--- src/rtl/shadowmask_pkg.sv ---
// Shared opcodes, sequencer states and the control-word packer for the
// shadow-mask command sequencer.
package shadowmask_pkg;

  localparam logic [2:0] OP_CTL  = 3'd0;
  localparam logic [2:0] OP_VMAX = 3'd1;
  localparam logic [2:0] OP_HMAX = 3'd2;
  localparam logic [2:0] OP_LUT  = 3'd3;
  localparam logic [2:0] OP_ON   = 3'd4;
  localparam logic [2:0] OP_OFF  = 3'd5;

  typedef enum logic [2:0] {
    IDLE    = 3'd0,
    WAIT_VB = 3'd1,
    SEND    = 3'd2,
    CTL     = 3'd3,
    FIN     = 3'd4
  } state_t;

  function automatic logic [15:0] pack_ctl(input logic rot, input logic x2, input logic en);
    return {OP_CTL, 10'b00_0000_0000, rot, x2, en};
  endfunction

endpackage

--- src/rtl/shadowmask_stage_ram.sv ---
// Staging buffer: host writes on one port, sequencer reads on the other
// with a one-cycle registered read.
module shadowmask_stage_ram #(
  parameter int DEPTH_LOG2 = 7
) (
  input  logic                  clk,
  input  logic                  wr_en,
  input  logic [DEPTH_LOG2-1:0] wr_addr,
  input  logic [15:0]           wr_data,
  input  logic                  rd_en,
  input  logic [DEPTH_LOG2-1:0] rd_addr,
  output logic [15:0]           rd_data
);

  localparam int DEPTH = 32'd1 << DEPTH_LOG2;

  logic [15:0] mem_r [0:DEPTH-1];
  logic [15:0] rd_data_r;

  // Host write port
  always_ff @(posedge clk) begin
    if (wr_en) begin
      mem_r[wr_addr] <= wr_data;
    end
  end

  // Registered sequencer read port
  always_ff @(posedge clk) begin
    if (rd_en) begin
      rd_data_r <= mem_r[rd_addr];
    end
  end

  assign rd_data = rd_data_r;

endmodule

--- src/rtl/shadowmask_cmd_seq.sv ---
// Replays a staged mask description into the mask stage as one burst aligned
// to vblank, and keeps a shadow of the control word for the force-off override.
module shadowmask_cmd_seq
  import shadowmask_pkg::*;
#(
  parameter int DEPTH_LOG2 = 7,
  parameter int SYNC_VB    = 1
) (
  input  logic                  clk_sys,
  input  logic                  reset_n,
  input  logic                  stg_wr,
  input  logic [DEPTH_LOG2-1:0] stg_addr,
  input  logic [15:0]           stg_data,
  input  logic                  commit_req,
  input  logic [DEPTH_LOG2:0]   commit_len,
  input  logic                  force_off,
  input  logic                  vblank,
  output logic                  cmd_wr,
  output logic [15:0]           cmd_out,
  output logic                  busy,
  output logic                  done,
  output logic                  err
);

  localparam logic [DEPTH_LOG2:0] DEPTH_W = {1'b1, {DEPTH_LOG2{1'b0}}};
  localparam logic [DEPTH_LOG2:0] ONE_W   = {{DEPTH_LOG2{1'b0}}, 1'b1};
  localparam logic [DEPTH_LOG2:0] ZERO_W  = {(DEPTH_LOG2+1){1'b0}};

  state_t              state_r, next_state_s;
  logic                seq_r, next_seq_s;
  logic [DEPTH_LOG2:0] len_r, len_nxt_s;
  logic [DEPTH_LOG2:0] cnt_r, cnt_nxt_s;
  logic [2:0]          shadow_r, shadow_nxt_s;
  logic                rd_vld_r, rd_en_s;
  logic [15:0]         rd_data_s;
  logic                ram_we_s;
  logic                vb_meta_r, vb_sync_r, vb_prev_r, vb_rise_s;
  logic                fo_prev_r, fo_edge_s;
  logic                len_ok_s, bad_len_s;
  logic                cmd_wr_s, done_s, err_s, busy_s;
  logic [15:0]         cmd_out_s;
  logic                cmd_wr_r, busy_r, done_r, err_r;
  logic [15:0]         cmd_out_r;

  shadowmask_stage_ram #(.DEPTH_LOG2(DEPTH_LOG2)) u_ram (
    .clk     (clk_sys),
    .wr_en   (ram_we_s),
    .wr_addr (stg_addr),
    .wr_data (stg_data),
    .rd_en   (rd_en_s),
    .rd_addr (cnt_r[DEPTH_LOG2-1:0]),
    .rd_data (rd_data_s)
  );

  assign vb_rise_s = vb_sync_r & ~vb_prev_r;
  assign fo_edge_s = force_off ^ fo_prev_r;
  assign len_ok_s  = (commit_len != ZERO_W) && (commit_len <= DEPTH_W);
  assign ram_we_s  = stg_wr && (state_r == IDLE);

  // Next-state, slot decode and pulse generation
  always_comb begin
    next_state_s = state_r;
    next_seq_s   = seq_r;
    len_nxt_s    = len_r;
    cnt_nxt_s    = cnt_r;
    shadow_nxt_s = shadow_r;
    rd_en_s      = 1'b0;
    cmd_wr_s     = 1'b0;
    cmd_out_s    = cmd_out_r;
    done_s       = 1'b0;
    bad_len_s    = 1'b0;
    case (state_r)
      IDLE: begin
        if (commit_req) begin
          if (len_ok_s) begin
            len_nxt_s    = commit_len;
            cnt_nxt_s    = ZERO_W;
            next_seq_s   = 1'b1;
            next_state_s = (SYNC_VB != 0) ? WAIT_VB : SEND;
          end else begin
            bad_len_s = 1'b1;
          end
        end else if (fo_edge_s) begin
          next_seq_s   = 1'b0;
          next_state_s = CTL;
        end else begin
          next_state_s = IDLE;
        end
      end
      WAIT_VB: begin
        if (vb_rise_s) begin
          next_state_s = SEND;
        end else begin
          next_state_s = WAIT_VB;
        end
      end
      SEND: begin
        // One extra cycle after the last read lets the final word drain
        if (cnt_r < len_r) begin
          rd_en_s   = 1'b1;
          cnt_nxt_s = cnt_r + ONE_W;
        end else begin
          next_state_s = CTL;
        end
      end
      CTL: begin
        cmd_wr_s     = 1'b1;
        cmd_out_s    = pack_ctl(shadow_r[2], shadow_r[1], shadow_r[0] & ~force_off);
        next_state_s = seq_r ? FIN : IDLE;
      end
      FIN: begin
        done_s       = 1'b1;
        next_seq_s   = 1'b0;
        next_state_s = IDLE;
      end
      default: begin
        next_seq_s   = 1'b0;
        next_state_s = IDLE;
      end
    endcase
    // Control words are absorbed into the shadow and leave an empty slot
    if (rd_vld_r) begin
      if (rd_data_s[15:13] == OP_CTL) begin
        shadow_nxt_s = rd_data_s[2:0];
      end else begin
        cmd_wr_s  = 1'b1;
        cmd_out_s = rd_data_s;
      end
    end else begin
      shadow_nxt_s = shadow_nxt_s;
    end
  end

  assign err_s  = bad_len_s | ((state_r != IDLE) & (stg_wr | commit_req));
  assign busy_s = next_seq_s & (next_state_s != IDLE);

  // Sequencer state and registered outputs
  always_ff @(posedge clk_sys or negedge reset_n) begin
    if (!reset_n) begin
      state_r   <= IDLE;
      seq_r     <= 1'b0;
      len_r     <= ZERO_W;
      cnt_r     <= ZERO_W;
      shadow_r  <= 3'b000;
      rd_vld_r  <= 1'b0;
      vb_meta_r <= 1'b0;
      vb_sync_r <= 1'b0;
      vb_prev_r <= 1'b0;
      fo_prev_r <= 1'b0;
      cmd_wr_r  <= 1'b0;
      cmd_out_r <= 16'h0000;
      busy_r    <= 1'b0;
      done_r    <= 1'b0;
      err_r     <= 1'b0;
    end else begin
      state_r   <= next_state_s;
      seq_r     <= next_seq_s;
      len_r     <= len_nxt_s;
      cnt_r     <= cnt_nxt_s;
      shadow_r  <= shadow_nxt_s;
      rd_vld_r  <= rd_en_s;
      vb_meta_r <= vblank;
      vb_sync_r <= vb_meta_r;
      vb_prev_r <= vb_sync_r;
      fo_prev_r <= force_off;
      cmd_wr_r  <= cmd_wr_s;
      cmd_out_r <= cmd_out_s;
      busy_r    <= busy_s;
      done_r    <= done_s;
      err_r     <= err_s;
    end
  end

  assign cmd_wr  = cmd_wr_r;
  assign cmd_out = cmd_out_r;
  assign busy    = busy_r;
  assign done    = done_r;
  assign err     = err_r;

endmodule

--- config.mk ---
export PLATFORM = sky130hd
export DESIGN_NAME = shadowmask_cmd_seq
export DESIGN_NICKNAME = d
export VERILOG_FILES = /design/src/rtl/shadowmask_pkg.sv /design/src/rtl/shadowmask_stage_ram.sv /design/src/rtl/shadowmask_cmd_seq.sv
export SDC_FILE = /design/constraint.sdc
export NUM_CORES = 2
export LEC_CHECK = 0
export CAP_MARGIN = 20
export CORE_MARGIN = 2
export CORE_UTILIZATION = 30
export CTS_BUF_LIST = sky130_fd_sc_hd__clkbuf_16
export DETAILED_ROUTE_END_ITERATION = 7
export HOLD_SLACK_MARGIN = 0.12
export PLACE_DENSITY = 0.46
export SLEW_MARGIN = 10
export SYNTH_ARGS = -nofsm -noshare
export SYNTH_HDL_FRONTEND = slang
export SYNTH_SLANG_ARGS = --single-unit
--- constraint.sdc ---
create_clock -name clk_sys -period 4.7 [get_ports clk_sys]
set_clock_uncertainty 0.15 [all_clocks]
set_input_delay 0.47 -clock clk_sys [delete_from_list [all_inputs] [get_ports clk_sys]]
set_output_delay 0.47 -clock clk_sys [all_outputs]
set_load 0.02 [all_outputs]
==> flow_results.org <==
#+TITLE: Implementation results

** Clock tree
- Buffers inserted during clock tree synthesis total between 200 and 250.
- TritonCTS built the clock tree.
- In this run the post-CTS setup repair buffer count came out at 0.
- Per the post-CTS timing run, clock transition at the registers of the reported paths is 60 ps.

** Synthesis
- Top post-synthesis cells by count :: sky130_fd_sc_hd__edfxtp_1, sky130_fd_sc_hd__mux4_2, sky130_fd_sc_hd__mux2i_1, sky130_fd_sc_hd__nor2_1, sky130_fd_sc_hd__nand2_1
- Post-synthesis cell count from yosys :: ~3700
- Counting distinct cell types in the post-synthesis netlist gives 58.

** Place
- GPL Wtd Cong :: between 0.7 and 0.8
- Once detailed placement completed, the half-perimeter wirelength came to ~140000 um.

** Status
- The run finished with clean final reports.

** Detailed routing
- After the first detailed-routing iteration, the DRC count stood at between 3000 and 4000.
- Max layer used :: met4
- Per the detail_route report, DRC violations left total 0.

** Job
- Max-cap violation count :: 0

** Cells and area
- In this run the layout overhead on the synthesized area is reported as 17.3%.
- The number of antenna diodes in the final layout is 5.
- ClkCell Share :: 7.62%
- After filler insertion, the fill cell instance count of the layout stands at 24900.

** Power and ir drop
- The power report puts the leakage power at 0.0296 uW.
- Sw Pwr :: 14800 uW
- Looking at the power breakdown, sequential logic takes 41.9% of the total.
- Combinational share of power :: 23.7%

** Worst setup path
- STA classifies the critical path startpoint as a flip-flop.
- Number of buffers and inverters on the critical path :: 3

** Die
- X dimension of the die :: around 530 um
- Tapcell count :: 3570

** Final timing
- Final Hold Fails :: 0
- Aggregate negative setup slack :: 0 ps
- At the pin with the least slew margin, the transition time is 1140 ps.

** Global routing
- Global routing used 16.7% of the available tracks.
## metal layers
| layer | vias to the layer above | GRT usage (%) |
|---|---|---|
| met2 | 1082 | 27.0 |
| met5 | - | 0 |
| met3 | 291 | 2.09 |
| met4 | 0 | 4.50 |
| met1 | 21800 | 23.7 |
| li1 | 16500 | - |
## power by group through the flow
stage / clock network, uW / registers (uW) / logic (uW)
2_1_floorplan: 0 / 21600 / 7780
3_3_place_gp: 0 / 21900 / 12300
3_5_place_dp: 0 / 21900 / 12400
4_1_cts: 18000 / 21500 / 12400
5_1_grt: 18700 / 21500 / 12900
6_report: 17600 / 21500 / 12200
## path summary, 6_finish.rpt
check                                     start                           end  slack (ps)  depth (start not counted)
max                        cnt_r[0]$_DFFE_PN0P_    u_ram.rd_data[2]$_DFFE_PP_         580                          7
min                                 stg_data[2]  u_ram.mem_r[94][2]$_DFFE_PP_         110                          1
max reg2reg                cnt_r[0]$_DFFE_PN0P_    u_ram.rd_data[2]$_DFFE_PP_         580                          7
min reg2reg                 vb_meta_r$_DFF_PN0_           vb_sync_r$_DFF_PN0_         200                          0
max in group asynchronous               reset_n          cnt_r[1]$_DFFE_PN0P_        3110                          4
min in group asynchronous               reset_n           fo_prev_r$_DFF_PN0_         680                          4
## sequential cells by signal, summed over array words and instances, names as in the netlist, 3 cells and up
register	cells
u_ram.rd_data	16
state_r	3
len_r	8
u_ram.mem_r	2048
shadow_r	3
cnt_r	8
cmd_out	16
## logic make-up (layout without fill, tap and decap cells)
kind of cell	Yosys count	after routing	share of synthesized area, %
other	0	5	0
and+or+nand+nor	366	366	2.00
adders and majority gates	8	8	0.123
AOI/OAI and AO/OA	270	270	2.27
buffers and inverters	216	794	1.51
DFF	2112	2112	77.3
muxes	754	754	16.7
xor gates and xnor gates	2	2	0.0214
Fig. 1: cell outlines without signal wires
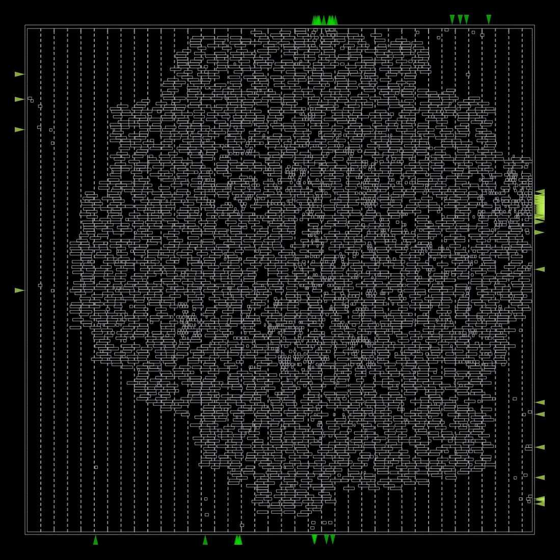
final cell count without fillers: 7881
num rows: 191

Fig. 2: where the registers sit
Bar = 200 um. Other sequential cells in the stronger grey, the rest of the logic in the fainter grey.
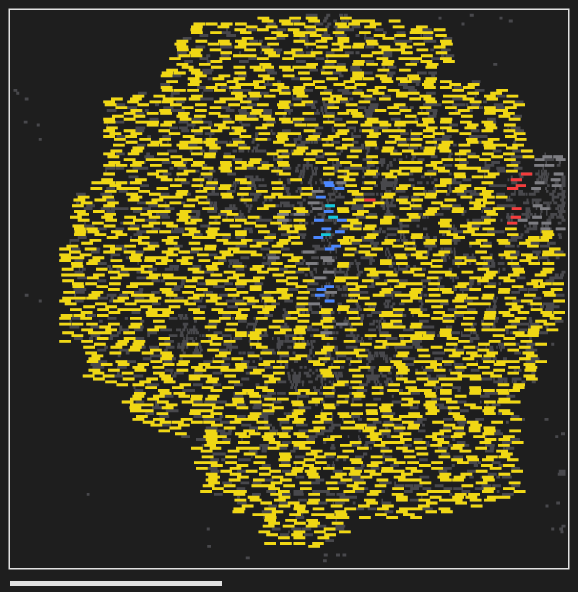
Cyan stands for `shadow_r`, flops 3. Red stands for `cnt_r`, flops 8. Blue stands for `cmd_out`, flops 16, where middle. Yellow stands for `u_ram.mem_r`, flops 2048, where all over the die.
Another 37 sequential cells are not coloured.

Fig. 3: wire density map
26 x 26 tiles, from dark blue (low) to red (high), scaled to the fullest tile. Values are wire area over tile area, all layers added.
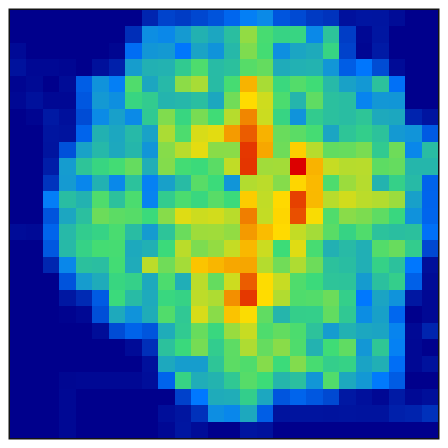
23% of the tiles are nearly empty. The fullest tile reaches 0.40. The emptiest ninth of the die: bottom left. The mean over all tiles is 0.13. 28% of the tiles are over half the peak.

Fig. 4: clock network drawn from the DEF
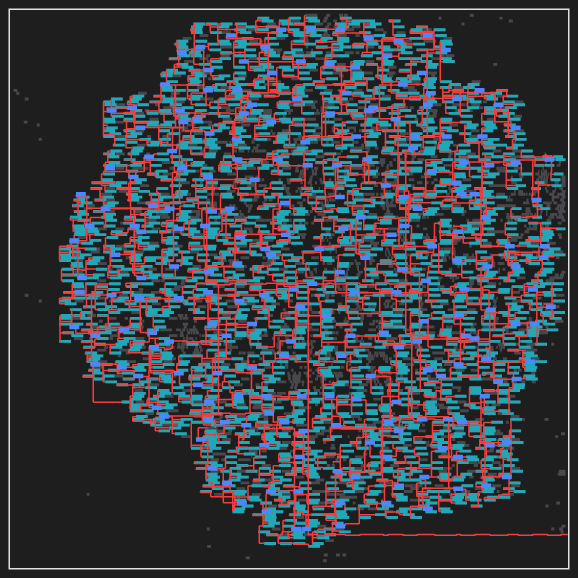
Blue stands for clock-net drivers, count 222. Red stands for clock wires, length 26.2 mm. Cyan stands for flip-flops, count 2112.
Position of the flops: all over the die.
power in the clock group: 17600 uW
clock network power share: 34.4%
Clock Latency Late Sink: 870 ps

Power and IR drop assume default switching activity.
